--- config.mk ---
export PLATFORM = sky130hd
export DESIGN_NAME = auth_request_arbiter
export DESIGN_NICKNAME = d
export VERILOG_FILES = /design/src/rtl/auth_request_arbiter.sv
export SDC_FILE = /design/constraint.sdc
export NUM_CORES = 1
export LEC_CHECK = 0
export CORE_ASPECT_RATIO = 0.75
export CORE_UTILIZATION = 35
export DETAILED_ROUTE_END_ITERATION = 10
export PLACE_DENSITY_LB_ADDON = 0.1
export SLEW_MARGIN = 20
export SYNTH_ARGS = -nofsm -noshare
export SYNTH_HDL_FRONTEND = slang
export SYNTH_SLANG_ARGS = --single-unit
--- constraint.sdc ---
create_clock -name clk -period 1.95 [get_ports clk]
set_input_delay 0.39 -clock clk [delete_from_list [all_inputs] [get_ports clk]]
set_output_delay 0.39 -clock clk [all_outputs]
set_load 0.02 [all_outputs]
--- src/rtl/auth_request_arbiter.sv ---
// Arbitrates PD/DEBUG pending authentication slots onto a single valid/ready request channel,
// then pulses the matching erase line once the controller finishes or the request times out.
module auth_request_arbiter #(
    parameter int unsigned SLOTS       = 4,
    parameter int unsigned CODE_W      = 2,
    parameter int unsigned TIMEOUT_CYC = 255,
    parameter int unsigned TO_W        = 8
) (
    input  logic                      clk,
    input  logic                      reset,
    input  logic [SLOTS*CODE_W-1:0]   pending_auth_request_PD,
    input  logic [SLOTS*CODE_W-1:0]   pending_auth_request_DEBUG,
    input  logic                      auth_req_ready,
    input  logic                      auth_done,
    output logic                      auth_req_valid,
    output logic                      auth_req_src,
    output logic [$clog2(SLOTS)-1:0]  auth_req_slot,
    output logic [CODE_W-1:0]         auth_req_code,
    output logic                      pending_auth_request_PD_erase,
    output logic                      pending_auth_request_DEBUG_erase,
    output logic [$clog2(SLOTS)-1:0]  erase_slot,
    output logic                      timeout_err
);

    localparam int unsigned SLOT_W = $clog2(SLOTS);

    typedef enum logic [2:0] {StIdle, StIssue, StWaitDone, StErase, StGuard} state_e;

    state_e              state_q, state_d;
    logic                valid_q, valid_d;
    logic                src_q, src_d;
    logic [SLOT_W-1:0]   slot_q, slot_d;
    logic [CODE_W-1:0]   code_q, code_d;
    logic [TO_W-1:0]     cnt_q, cnt_d;
    logic                pd_erase_q, pd_erase_d;
    logic                dbg_erase_q, dbg_erase_d;
    logic [SLOT_W-1:0]   erase_slot_q, erase_slot_d;
    logic                timeout_q, timeout_d;
    logic                last_src_q, last_src_d;

    logic                pd_hit, dbg_hit, pick_dbg;
    logic [SLOT_W-1:0]   pd_slot, dbg_slot;
    logic [CODE_W-1:0]   pd_code, dbg_code;

    // Walk from the top slot down so the lowest non-empty slot wins.
    always_comb begin
        pd_hit   = 1'b0;
        pd_slot  = '0;
        pd_code  = '0;
        dbg_hit  = 1'b0;
        dbg_slot = '0;
        dbg_code = '0;
        for (int i = SLOTS - 1; i >= 0; i--) begin
            if (pending_auth_request_PD[CODE_W*i +: CODE_W] != '0) begin
                pd_hit  = 1'b1;
                pd_slot = i[SLOT_W-1:0];
                pd_code = pending_auth_request_PD[CODE_W*i +: CODE_W];
            end
            if (pending_auth_request_DEBUG[CODE_W*i +: CODE_W] != '0) begin
                dbg_hit  = 1'b1;
                dbg_slot = i[SLOT_W-1:0];
                dbg_code = pending_auth_request_DEBUG[CODE_W*i +: CODE_W];
            end
        end
        pick_dbg = dbg_hit && (!pd_hit || !last_src_q);
    end

    always_comb begin
        state_d      = state_q;
        valid_d      = 1'b0;
        src_d        = src_q;
        slot_d       = slot_q;
        code_d       = code_q;
        cnt_d        = cnt_q;
        pd_erase_d   = 1'b0;
        dbg_erase_d  = 1'b0;
        erase_slot_d = erase_slot_q;
        timeout_d    = 1'b0;
        last_src_d   = last_src_q;
        unique case (state_q)
            StIdle: begin
                if (pd_hit || dbg_hit) begin
                    src_d   = pick_dbg;
                    slot_d  = pick_dbg ? dbg_slot : pd_slot;
                    code_d  = pick_dbg ? dbg_code : pd_code;
                    valid_d = 1'b1;
                    state_d = StIssue;
                end
            end
            StIssue: begin
                valid_d = 1'b1;
                if (valid_q && auth_req_ready) begin
                    valid_d = 1'b0;
                    cnt_d   = '0;
                    state_d = StWaitDone;
                end
            end
            StWaitDone: begin
                if (cnt_q != TO_W'(TIMEOUT_CYC)) begin
                    cnt_d = cnt_q + 1'b1;
                end
                if (auth_done) begin
                    state_d = StErase;
                end else if (cnt_q == TO_W'(TIMEOUT_CYC)) begin
                    timeout_d = 1'b1;
                    state_d   = StErase;
                end
            end
            StErase: begin
                pd_erase_d   = !src_q;
                dbg_erase_d  = src_q;
                erase_slot_d = slot_q;
                last_src_d   = src_q;
                state_d      = StGuard;
            end
            StGuard: begin
                state_d = StIdle;
            end
            default: state_d = StIdle;
        endcase
    end

    always_ff @(posedge clk or negedge reset) begin
        if (!reset) begin
            state_q      <= StIdle;
            valid_q      <= 1'b0;
            src_q        <= 1'b0;
            slot_q       <= '0;
            code_q       <= '0;
            cnt_q        <= '0;
            pd_erase_q   <= 1'b0;
            dbg_erase_q  <= 1'b0;
            erase_slot_q <= '0;
            timeout_q    <= 1'b0;
            last_src_q   <= 1'b1;
        end else begin
            state_q      <= state_d;
            valid_q      <= valid_d;
            src_q        <= src_d;
            slot_q       <= slot_d;
            code_q       <= code_d;
            cnt_q        <= cnt_d;
            pd_erase_q   <= pd_erase_d;
            dbg_erase_q  <= dbg_erase_d;
            erase_slot_q <= erase_slot_d;
            timeout_q    <= timeout_d;
            last_src_q   <= last_src_d;
        end
    end

    assign auth_req_valid                   = valid_q;
    assign auth_req_src                     = src_q;
    assign auth_req_slot                    = slot_q;
    assign auth_req_code                    = code_q;
    assign pending_auth_request_PD_erase    = pd_erase_q;
    assign pending_auth_request_DEBUG_erase = dbg_erase_q;
    assign erase_slot                       = erase_slot_q;
    assign timeout_err                      = timeout_q;

endmodule

==> results.env, run 1 <==
RUN_STATUS='finished, violations left'
VIOLATIONS='design-rule violations'
NON_CLOCK_INVERTER_COUNT=6
FIRST_GLOBAL_VIAS=919
CP.BUFFERS_INVERTERS=1
DESIGN_POWER_TOTAL_mW=1.95
YS_SEQ_ELEMENTS=23
YS_TOP_CELLS_BY_AREA='dfrtp_1, a21oi_1, nor2_1'
LARGEST_REGISTERS='cnt_q x8, state_q x3'
POWER.SEQUENTIAL.FRACTION_PCT=39.5
DRC_ERRORS=4
FINALSETUPTNS_NS=0
SYNTHDOMINANTCELLAREASHARE_PCT=44.6
SYNTH_SIMPLE_GATE_AREA_SHARE_PCT=25.6
WL_PER_CELL_UM=12.9
N_ALL_BUFFERS=41
STARTING_UTILIZATION_OF_THE_CORE_AREA_PCT=37.0
AREA_DELTA_SYNTH_FINAL_PCT=38.4
COMBAREAFRACTION_PCT=36.9
FIRSTDRTPASSITERS=7
DETAILEDPLACEMENTHPWL_MM=2.21
CTS_SINKS=23
WL_MET1_MM=1.53
DPL-INSTANCE-AREA_UM2=1660
CRITICAL_PATH_CLASS='input port to flop'
PG_CLK_uW=290
DRTANTENNAVIOLNETS=0
FILLER_CELL_COUNT=315
==> run 1: final timing paths <==
| check | from | end | slack, ns | cells after the start |
|---|---|---|---|---|
| worst max-delay path | auth_req_ready | cnt_q[0]$_DFFE_PN0P_ | 0.23 | 5 |
| worst min-delay path | reset | cnt_q[0]$_DFFE_PN0P_ | 0.47 | 2 |
| worst max register to register | cnt_q[0]$_DFFE_PN0P_ | cnt_q[0]$_DFFE_PN0P_ | 0.24 | 5 |
| worst min register to register | auth_req_src$_DFFE_PN0P_ | pending_auth_request_PD_erase$_DFF_PN0_ | 0.49 | 1 |
| max in group asynchronous | reset | last_src_q$_DFFE_PN1N_ | 1.18 | 2 |
| min in group clk | auth_req_src$_DFFE_PN0P_ | pending_auth_request_PD_erase$_DFF_PN0_ | 0.49 | 1 |
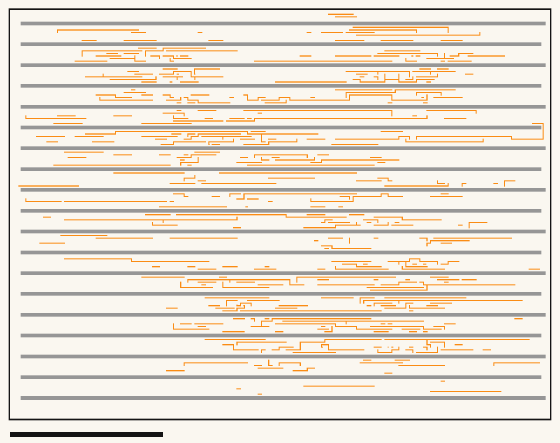
(run_1/layer_met1.png)
The bar under the picture is 20 µm long. Supply wires on this layer in gray.
main direction = horizontal
share of all routed wire = 54%
longest straight run = 22.5 µm

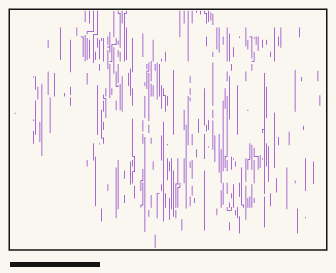
(run_1/layer_met2.png)
The bar under the picture is 20 µm long.
longest straight run = 26.9 µm
wire length on this layer = 1,100 µm
nets with wire on the layer = 164
share of all routed wire = 39%
main direction = vertical
vias: 1,128
met2 global-route usage: 18.9%
post-detailed-routing wire length: 2.82 mm

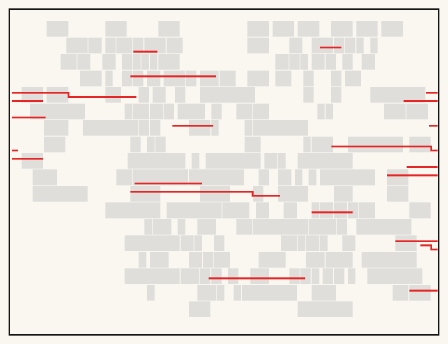
(run_1/layer_met3.png)
Cells faint in the background.
nets with wire on the layer = 21
main direction = horizontal
longest straight run = 20.0 µm
wire length on this layer = 175 µm

==> run_1/congestion.png <==
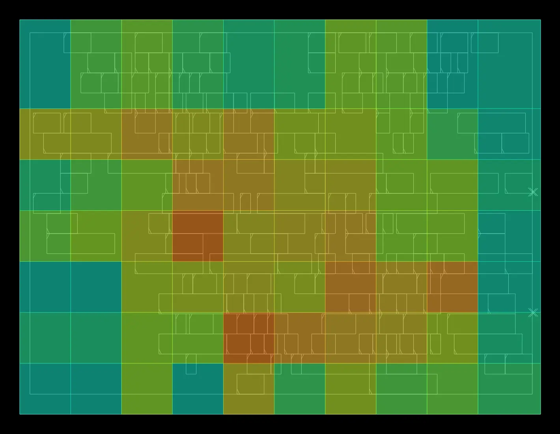

## Run 2: what changed since run 1
--- a/config.mk
+++ b/config.mk
@@ -9,6 +9,8 @@
 export CORE_UTILIZATION = 35
 export DETAILED_ROUTE_END_ITERATION = 10
 export PLACE_DENSITY_LB_ADDON = 0.1
+export SETUP_SLACK_MARGIN = 0.2
+export SKIP_LAST_GASP = 1
 export SLEW_MARGIN = 20
 export SYNTH_ARGS = -nofsm -noshare
 export SYNTH_HDL_FRONTEND = slang
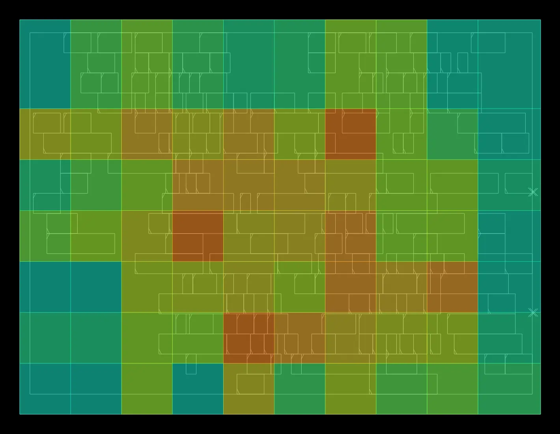
(run_2/congestion.png)
routing layer with the top usage in global route: met1
post-layout util: 52.5%

==> results.env, run 2 <==
RUN_STATUS='finished, violations left'
VIOLATIONS='design-rule violations'
YS_TOP_CELLS_BY_AREA='dfrtp_1, a21oi_1, nor2_1'
CRIT_PATH_START='pending_auth_request_PD[7]'
WORST_PATH_DOMINANT_CELL_FAMILY='simple AND/OR/NAND/NOR gates'
FIRSTDRTPASSITERS=7
XOR_SHARE_PCT=4.26
AREA_DELTA_SYNTH_FINAL_PCT=41.7
WORST_SETUP_PATH_ENDPOINT='auth_req_code[0]$_DFFE_PN0P_'
STARTING_UTILIZATION_OF_THE_CORE_AREA_PCT=37.0
ROUTE.VIAS.TOTAL=1136
FILLER_CELL_COUNT=313
YS_SEQ_ELEMENTS=23
COUNT_OF_FLIP_FLOPS_WITH_A_BUILT_IN_ENABLE_AFTER_SYNTHESIS=0
FIRST_GLOBAL_VIAS=919
R2R_CELLS=5
FINALSETUPTNS_NS=0
DRTANTENNAVIOLNETS=0
CRITICAL_PATH_CLASS='input port to flop'
WL_PER_CELL_UM=13.2
REG2REG_SLACK_NS=0.31
CLK_PIN_SLEW_NS=0.09
DRT_WL_TOTAL_MM=2.88
DPL-INSTANCE-AREA_UM2=1660
POWER_DENSITY_nW_PER_UM2=1120
DESIGN_POWER_TOTAL_mW=1.97
CTS_SINKS=23
CRITICAL_PATH.REG2REG.STARTPOINT='cnt_q[0]$_DFFE_PN0P_'
SYNTH_SIMPLE_GATE_AREA_SHARE_PCT=25.6
SYNTHDOMINANTCELLAREASHARE_PCT=44.6
POST_SYNTH_NUM_CELL_TYPES=34
LARGEST_REGISTERS='cnt_q x8, state_q x3'
CRIT-REG2REG-CAPTURE='cnt_q[0]$_DFFE_PN0P_'
TIMING.CRITICAL_PATH.DEPTH=7
DRC_ERRORS=4
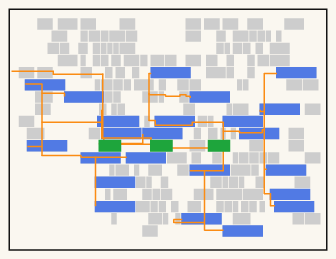
(run_2/clk_routes.png)
blue -> flip-flops  # count 23
green -> clock drivers  # count 3
orange -> clock wires  # length 296 µm
routed clock nets = 4
clock latency on the worst-skew pair: 0.26 ns
Clk network pwr share: 14.8%
Power Clock: 291 µW

-- run 2: per-layer routing --
metal,share of wire [%],global-route usage [%],vias up
li1,-,-,571
met1,55,25.8,537
met2,39,18.9,26
met3,5.2,4.57,2
met4,0.49,2.00,0
met5,0,0,-
-- run 2: cell type report --
class                   count  area [µm²]  share of cell area, %
clock buffers               3        41.3                   2.36
clock inverters             1        5.00                  0.286
inverters                   6        22.5                   1.29
multi-input cells         104         664                   38.0
flip-flops and latches     23         577                   33.0
well taps                  40        50.0                   2.86
repair buffers             41         390                   22.3
-- run 2: report_power, final --
group	internal (mW)	leakage (nW)	switching, mW
combinational	0.454	0.459	0.447
sequential	0.633	0.296	0.141
clock	0.142	0.0255	0.149
Power figures rest on the tool's default switching activity, not on a simulated workload.
